File: config.mk
export PLATFORM = sky130hd
export DESIGN_NAME = agc_prefix_sequencer_flat
export DESIGN_NICKNAME = d
export VERILOG_FILES = /design/src/rtl/agc_prefix_sequencer_if.sv /design/src/rtl/agc_prefix_sequencer.sv /design/src/flat_wrapper.sv
export SDC_FILE = /design/constraint.sdc
export NUM_CORES = 1
export LEC_CHECK = 0
export ABC_AREA = 1
export CORE_MARGIN = 2
export CORE_UTILIZATION = 30
export CTS_CLUSTER_SIZE = 20
export DETAILED_ROUTE_END_ITERATION = 8
export SLEW_MARGIN = 20
export SYNTH_ARGS = -nofsm -noshare
export SYNTH_HDL_FRONTEND = slang
export SYNTH_SLANG_ARGS = --single-unit
File: constraint.sdc
create_clock -name clock -period 4.8 [get_ports clock]
set_input_delay 0.96 -clock clock [delete_from_list [all_inputs] [get_ports clock]]
set_output_delay 0.96 -clock clock [all_outputs]
set_load 0.02 [all_outputs]
File: src/rtl/agc_prefix_sequencer_if.sv
// Bus bundle for agc_prefix_sequencer: fetch input, INDEX operand read port and
// resolved-instruction output.
// Handshake: a word moves on in_*/out_* at a rising clock edge where valid & ready
// are both high; the sender keeps valid and data stable until that edge.
// idx_req is a one-cycle request pulse; idx_valid is a one-cycle return strobe.
interface agc_prefix_sequencer_if #(
   parameter int WORD_W = 15,
   parameter int ADDR_W = 12
);
   logic              in_valid;
   logic              in_ready;
   logic [WORD_W-1:0] in_instr;
   logic [ADDR_W-1:0] in_pc;
   logic              idx_req;
   logic [ADDR_W-1:0] idx_addr;
   logic              idx_valid;
   logic [WORD_W-1:0] idx_data;
   logic              out_valid;
   logic              out_ready;
   logic [WORD_W-1:0] out_instr;
   logic [ADDR_W-1:0] out_pc;
   logic              out_extracode;
   logic              out_indexed;

   modport slave (
      input  in_valid, in_instr, in_pc, idx_valid, idx_data, out_ready,
      output in_ready, idx_req, idx_addr, out_valid, out_instr, out_pc,
             out_extracode, out_indexed
   );

   modport master (
      output in_valid, in_instr, in_pc, idx_valid, idx_data, out_ready,
      input  in_ready, idx_req, idx_addr, out_valid, out_instr, out_pc,
             out_extracode, out_indexed
   );
endinterface

File: src/rtl/agc_prefix_sequencer.sv
// AGC prefix sequencer: FIFO of fetched words, absorbs EXTEND/INDEX prefixes and emits
// resolved instructions. Macro AGC_ONES_COMP_INDEX_EN selects ones'-complement index add.
module agc_prefix_sequencer #(
   parameter int WORD_W = 15,
   parameter int ADDR_W = 12,
   parameter int DEPTH  = 4
) (
   input  logic                   clock,
   input  logic                   rst,
   input  logic                   flush,
   agc_prefix_sequencer_if.slave  bus,
   output logic                   busy,
   output logic [1:0]             dbg_state
);
   localparam int PW = (DEPTH > 1) ? $clog2(DEPTH) : 1;
   localparam int CW = $clog2(DEPTH + 1);
   localparam logic [WORD_W-1:0] EXTEND_WORD = WORD_W'(6);

   typedef enum logic [1:0] {RUN, WAIT_IDX, IDX_PEND, DRAIN_IDX} state_t;
   state_t state, state_nxt;

   logic [WORD_W-1:0] fifo_instr [DEPTH];
   logic [ADDR_W-1:0] fifo_pc    [DEPTH];
   logic [PW-1:0]     rd_ptr, wr_ptr;
   logic [CW-1:0]     count;

   logic              ext_pend, ext_nxt;
   logic [WORD_W-1:0] idx_reg, idx_reg_nxt;
   logic              idx_req_q, idx_req_nxt;
   logic [ADDR_W-1:0] idx_addr_q, idx_addr_nxt;

   logic              out_valid_q, out_ext_q, out_idx_q;
   logic [WORD_W-1:0] out_instr_q;
   logic [ADDR_W-1:0] out_pc_q;

   logic              in_ready, push, pop, load, head_vld, out_free, is_index;
   logic [WORD_W-1:0] head_instr, idx_sum, ld_instr;
   logic [ADDR_W-1:0] head_pc;
   logic              ld_ext, ld_idx;

   function automatic logic [PW-1:0] ptr_inc(input logic [PW-1:0] p);
      return (p == PW'(DEPTH - 1)) ? '0 : p + PW'(1);
   endfunction

   assign in_ready   = (count < CW'(DEPTH));
   assign push       = bus.in_valid & in_ready & ~flush;
   assign head_vld   = (count != '0);
   assign head_instr = fifo_instr[rd_ptr];
   assign head_pc    = fifo_pc[rd_ptr];
   assign out_free   = ~out_valid_q | bus.out_ready;
   assign is_index   = (head_instr[WORD_W-1 -: 5] == 5'b10100) |
                       (ext_pend & (head_instr[WORD_W-1 -: 3] == 3'b101));

`ifdef AGC_ONES_COMP_INDEX_EN
   logic [WORD_W:0] idx_wide;
   assign idx_wide = {1'b0, head_instr} + {1'b0, idx_reg};
   assign idx_sum  = idx_wide[WORD_W-1:0] + {{(WORD_W-1){1'b0}}, idx_wide[WORD_W]};
`else
   assign idx_sum  = head_instr + idx_reg;
`endif

   always_comb begin
      state_nxt    = state;
      ext_nxt      = ext_pend;
      idx_reg_nxt  = idx_reg;
      idx_req_nxt  = 1'b0;
      idx_addr_nxt = idx_addr_q;
      pop          = 1'b0;
      load         = 1'b0;
      ld_instr     = head_instr;
      ld_ext       = ext_pend;
      ld_idx       = 1'b0;
      if (flush) begin
         ext_nxt = 1'b0;
         // An operand read still in flight must be swallowed; if it returns in this
         // very cycle there is nothing left to drain.
         if ((state == WAIT_IDX || state == DRAIN_IDX) && !bus.idx_valid)
            state_nxt = DRAIN_IDX;
         else
            state_nxt = RUN;
      end else begin
         unique case (state)
            RUN: begin
               if (head_vld) begin
                  if (head_instr == EXTEND_WORD) begin
                     pop     = 1'b1;
                     ext_nxt = 1'b1;
                  end else if (is_index) begin
                     pop          = 1'b1;
                     idx_req_nxt  = 1'b1;
                     idx_addr_nxt = head_instr[ADDR_W-1:0];
                     state_nxt    = WAIT_IDX;
                  end else if (out_free) begin
                     pop     = 1'b1;
                     load    = 1'b1;
                     ext_nxt = 1'b0;
                  end
               end
            end
            WAIT_IDX: begin
               if (bus.idx_valid) begin
                  idx_reg_nxt = bus.idx_data;
                  state_nxt   = IDX_PEND;
               end
            end
            IDX_PEND: begin
               // The word after INDEX is the indexed operand, never a prefix.
               if (head_vld && out_free) begin
                  pop       = 1'b1;
                  load      = 1'b1;
                  ld_instr  = idx_sum;
                  ld_idx    = 1'b1;
                  ext_nxt   = 1'b0;
                  state_nxt = RUN;
               end
            end
            DRAIN_IDX: begin
               if (bus.idx_valid) state_nxt = RUN;
            end
         endcase
      end
   end

   always_ff @(posedge clock) begin
      if (push) begin
         fifo_instr[wr_ptr] <= bus.in_instr;
         fifo_pc[wr_ptr]    <= bus.in_pc;
      end
   end

   always_ff @(posedge clock or posedge rst) begin
      if (rst) begin
         rd_ptr <= '0;
         wr_ptr <= '0;
         count  <= '0;
      end else if (flush) begin
         rd_ptr <= '0;
         wr_ptr <= '0;
         count  <= '0;
      end else begin
         if (push) wr_ptr <= ptr_inc(wr_ptr);
         if (pop)  rd_ptr <= ptr_inc(rd_ptr);
         if (push && !pop)      count <= count + CW'(1);
         else if (pop && !push) count <= count - CW'(1);
      end
   end

   always_ff @(posedge clock or posedge rst) begin
      if (rst) begin
         state      <= RUN;
         ext_pend   <= 1'b0;
         idx_reg    <= '0;
         idx_req_q  <= 1'b0;
         idx_addr_q <= '0;
      end else begin
         state      <= state_nxt;
         ext_pend   <= ext_nxt;
         idx_reg    <= idx_reg_nxt;
         idx_req_q  <= idx_req_nxt;
         idx_addr_q <= idx_addr_nxt;
      end
   end

   always_ff @(posedge clock or posedge rst) begin
      if (rst) begin
         out_valid_q <= 1'b0;
         out_instr_q <= '0;
         out_pc_q    <= '0;
         out_ext_q   <= 1'b0;
         out_idx_q   <= 1'b0;
      end else if (flush) begin
         out_valid_q <= 1'b0;
      end else if (load) begin
         out_valid_q <= 1'b1;
         out_instr_q <= ld_instr;
         out_pc_q    <= head_pc;
         out_ext_q   <= ld_ext;
         out_idx_q   <= ld_idx;
      end else if (out_valid_q && bus.out_ready) begin
         out_valid_q <= 1'b0;
      end
   end

   assign bus.in_ready      = in_ready;
   assign bus.idx_req       = idx_req_q;
   assign bus.idx_addr      = idx_addr_q;
   assign bus.out_valid     = out_valid_q;
   assign bus.out_instr     = out_instr_q;
   assign bus.out_pc        = out_pc_q;
   assign bus.out_extracode = out_ext_q;
   assign bus.out_indexed   = out_idx_q;
   assign busy              = head_vld | out_valid_q | (state != RUN);
   assign dbg_state         = state;
endmodule

File: src/flat_wrapper.sv
// flat-port wrapper written by rule: the top's interface ports become plain ports
module agc_prefix_sequencer_flat 
#(
   parameter int WORD_W = 15,
   parameter int ADDR_W = 12,
   parameter int DEPTH  = 4
)
  (clock, rst, flush, busy, dbg_state, bus_in_valid, bus_in_instr, bus_in_pc, bus_idx_valid, bus_idx_data, bus_out_ready, bus_in_ready, bus_idx_req, bus_idx_addr, bus_out_valid, bus_out_instr, bus_out_pc, bus_out_extracode, bus_out_indexed);
  agc_prefix_sequencer_if #(.WORD_W(WORD_W), .ADDR_W(ADDR_W)) bus_i ();
  input  logic clock;
  input  logic rst;
  input  logic flush;
  output logic busy;
  output logic [1:0] dbg_state;
  input wire logic [$bits(bus_i.in_valid)-1:0] bus_in_valid;
  input wire logic [$bits(bus_i.in_instr)-1:0] bus_in_instr;
  input wire logic [$bits(bus_i.in_pc)-1:0] bus_in_pc;
  input wire logic [$bits(bus_i.idx_valid)-1:0] bus_idx_valid;
  input wire logic [$bits(bus_i.idx_data)-1:0] bus_idx_data;
  input wire logic [$bits(bus_i.out_ready)-1:0] bus_out_ready;
  output wire logic [$bits(bus_i.in_ready)-1:0] bus_in_ready;
  output wire logic [$bits(bus_i.idx_req)-1:0] bus_idx_req;
  output wire logic [$bits(bus_i.idx_addr)-1:0] bus_idx_addr;
  output wire logic [$bits(bus_i.out_valid)-1:0] bus_out_valid;
  output wire logic [$bits(bus_i.out_instr)-1:0] bus_out_instr;
  output wire logic [$bits(bus_i.out_pc)-1:0] bus_out_pc;
  output wire logic [$bits(bus_i.out_extracode)-1:0] bus_out_extracode;
  output wire logic [$bits(bus_i.out_indexed)-1:0] bus_out_indexed;
  assign bus_i.in_valid = bus_in_valid;
  assign bus_i.in_instr = bus_in_instr;
  assign bus_i.in_pc = bus_in_pc;
  assign bus_i.idx_valid = bus_idx_valid;
  assign bus_i.idx_data = bus_idx_data;
  assign bus_i.out_ready = bus_out_ready;
  assign bus_in_ready = bus_i.in_ready;
  assign bus_idx_req = bus_i.idx_req;
  assign bus_idx_addr = bus_i.idx_addr;
  assign bus_out_valid = bus_i.out_valid;
  assign bus_out_instr = bus_i.out_instr;
  assign bus_out_pc = bus_i.out_pc;
  assign bus_out_extracode = bus_i.out_extracode;
  assign bus_out_indexed = bus_i.out_indexed;
  agc_prefix_sequencer #(.WORD_W(WORD_W), .ADDR_W(ADDR_W), .DEPTH(DEPTH)) u_core (.clock(clock), .rst(rst), .flush(flush), .bus(bus_i), .busy(busy), .dbg_state(dbg_state));
endmodule
PDN straps and rails:
Bar = 50 µm. Pins as bars on the die edge. Tap cells in grey.
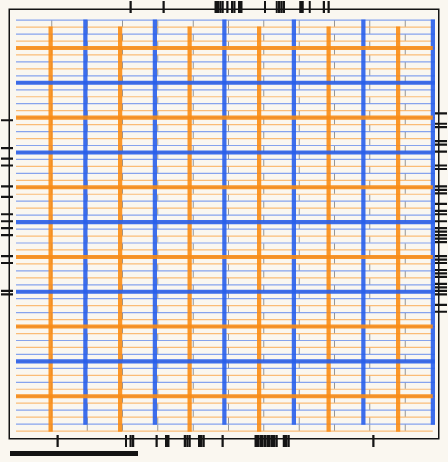
Key: VSS = orange; VDD = blue
12 straps on met4. 335 tap cells. The core has 59 rows.

Track usage over the die:
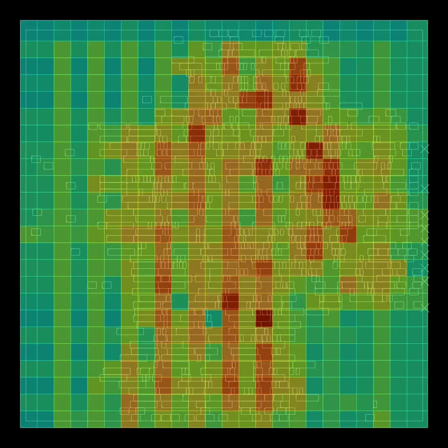
GRT Total Usage: 13.6%
Top Usage Layer GRT: met2
M3 GR Usage: 3.43%
grt met2 use: 21.2%

==> flow_metrics.tcl <==
# collected from the flow reports
set metrics [dict create \
    fp_util_pct 30.6 \
    cpLargestDelayFamily "buffers and inverters" \
    grt_pass1_vias 5375 \
    violations "design-rule violations" \
    dp_hpwl_um 12700 \
    io_pins 95 \
    numPortBuffers 94 \
    hp-class "register to register" \
    fin_crit_sh_pct 72.7 \
    cp-startpoint "u_core.rd_ptr[1]$_DFFE_PP0P_" \
    cts_buffers 17 \
    drtAntennaViolNets 0 \
    grt_pass1_wl_um 29400 \
    rsz0062_at_grt "no" \
    power.share.clock_pct 22.5 \
    drive_above_1_share_pct 9.14 \
    nFillCells 2534 \
    critPathMaxStageDelay_ps 570 \
    syn_nets 826 \
    final_util_pct 37.6 \
    cts_hold_buffers 0 \
    cts_setup_buffers 0 \
    status "finished, violations left" \
    top_register "u_core.fifo_instr" \
    crit_fanout 41 \
    drc_errors 9 \
    critPathRequiredTime_ps 5110 \
    arrival_ps 3790 \
    wl_per_cell_um 15.5 \
    async_reset_ff_share_pct 38.6 \
    vias 5621 \
    cts_resized 0 \
    synthTopCellsByCount "nand2_1, edfxtp_1, dfrtp_1, inv_1, nand3_1" \
    stdcell_count 1199 \
    synth_top_area_share_pct 40.6 \
    finalHoldViolations 0 \
    gp_congestion 0.891 \
]
Met4 routing:
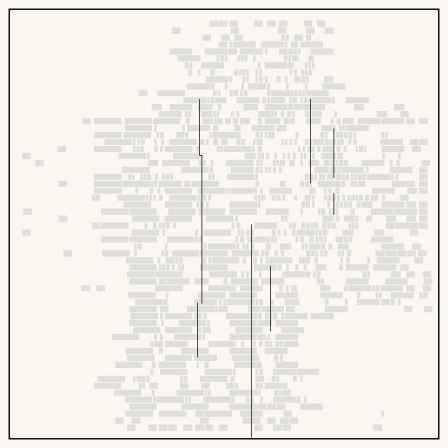
The layer carries 270 µm of wire. The wires run mostly vertical. 4 nets have wire on it. The layer holds 1.5% of the routed length. The longest straight run is 83.0 µm.

## tightest hold or removal path: stages, from the launching register on
cell and delay [ps]:
dfrtp_1 340, nand2_1 60, nand2_1 50
## cell type report
| cell class | instances | area (µm²) | area share [%] |
|---|---|---|---|
| tap | 335 | 419 | 4.27 |
| multi-input combinational | 485 | 2570 | 26.1 |
| clock inverter | 15 | 199 | 2.03 |
| timing repair buffer | 103 | 1010 | 10.3 |
| sequential | 176 | 4940 | 50.4 |
| clock buffer | 17 | 425 | 4.33 |
| inverter | 68 | 255 | 2.60 |
## per-stage QoR
step / cell area [µm²] / hold WS [ps] / worst slack [ps]
5_1_grt: 9820 / 515 / 1020
4_1_cts: 9820 / 490 / 1320
3_3_place_gp: 9190 / 467 / 1300
6_report: 9820 / 483 / 1310
3_5_place_dp: 9190 / 471 / 1340
2_1_floorplan: 7990 / 484 / 1420
## logic make-up after synthesis
kind of cell | synth area share [%]
AND-OR/OR-AND | 9.65
flip-flops | 61.9
buffers and inverters | 6.08
adder cells (fa/ha/maj) | 3.48
XOR/XNOR | 0.439
multiplexers | 1.97
AND/OR/NAND/NOR | 16.5
## final timing paths
kind,end,slack [ps],depth (start not counted)
setup / recovery,u_core.bus.out_instr[14]$_DFFE_PP0P_,1310,15
hold / removal,u_core.bus.out_instr[10]$_DFFE_PP0P_,480,2
setup reg to reg,u_core.bus.out_instr[14]$_DFFE_PP0P_,1310,15
hold reg to reg,u_core.bus.out_instr[10]$_DFFE_PP0P_,480,2
max in group asynchronous,u_core.count[0]$_DFFE_PP0P_,3180,3
min in group asynchronous,u_core.bus.out_pc[0]$_DFFE_PP0P_,900,2
## power groups by stage
stage / clock (mW) / combinational, mW / sequential (mW)
2_1_floorplan: 0 / 1.74 / 2.28
3_3_place_gp: 0 / 2.76 / 2.12
3_5_place_dp: 0 / 2.79 / 2.12
4_1_cts: 1.44 / 2.80 / 2.09
6_report: 1.42 / 2.79 / 2.09
5_1_grt: 1.51 / 3.10 / 2.12
## layout by cell type (no fill, tap or decap), types with 27 or more instances in the layout
master and instances:
nand2_1 217, edfxtp_1 108, clkdlybuf4s50_1 94, dfrtp_1 68, inv_1 61, nand3_1 46
a21oi_1 42, o21ai_1 35, o21ai_0 28, nor2_1 27
## layer usage
layer  track usage [%]  wire, µm
met5                 0         0
met4              4.54       269
met3              3.43      1030
met2              21.2      8600
met1              18.6      8700
Power and IR drop assume default switching activity.
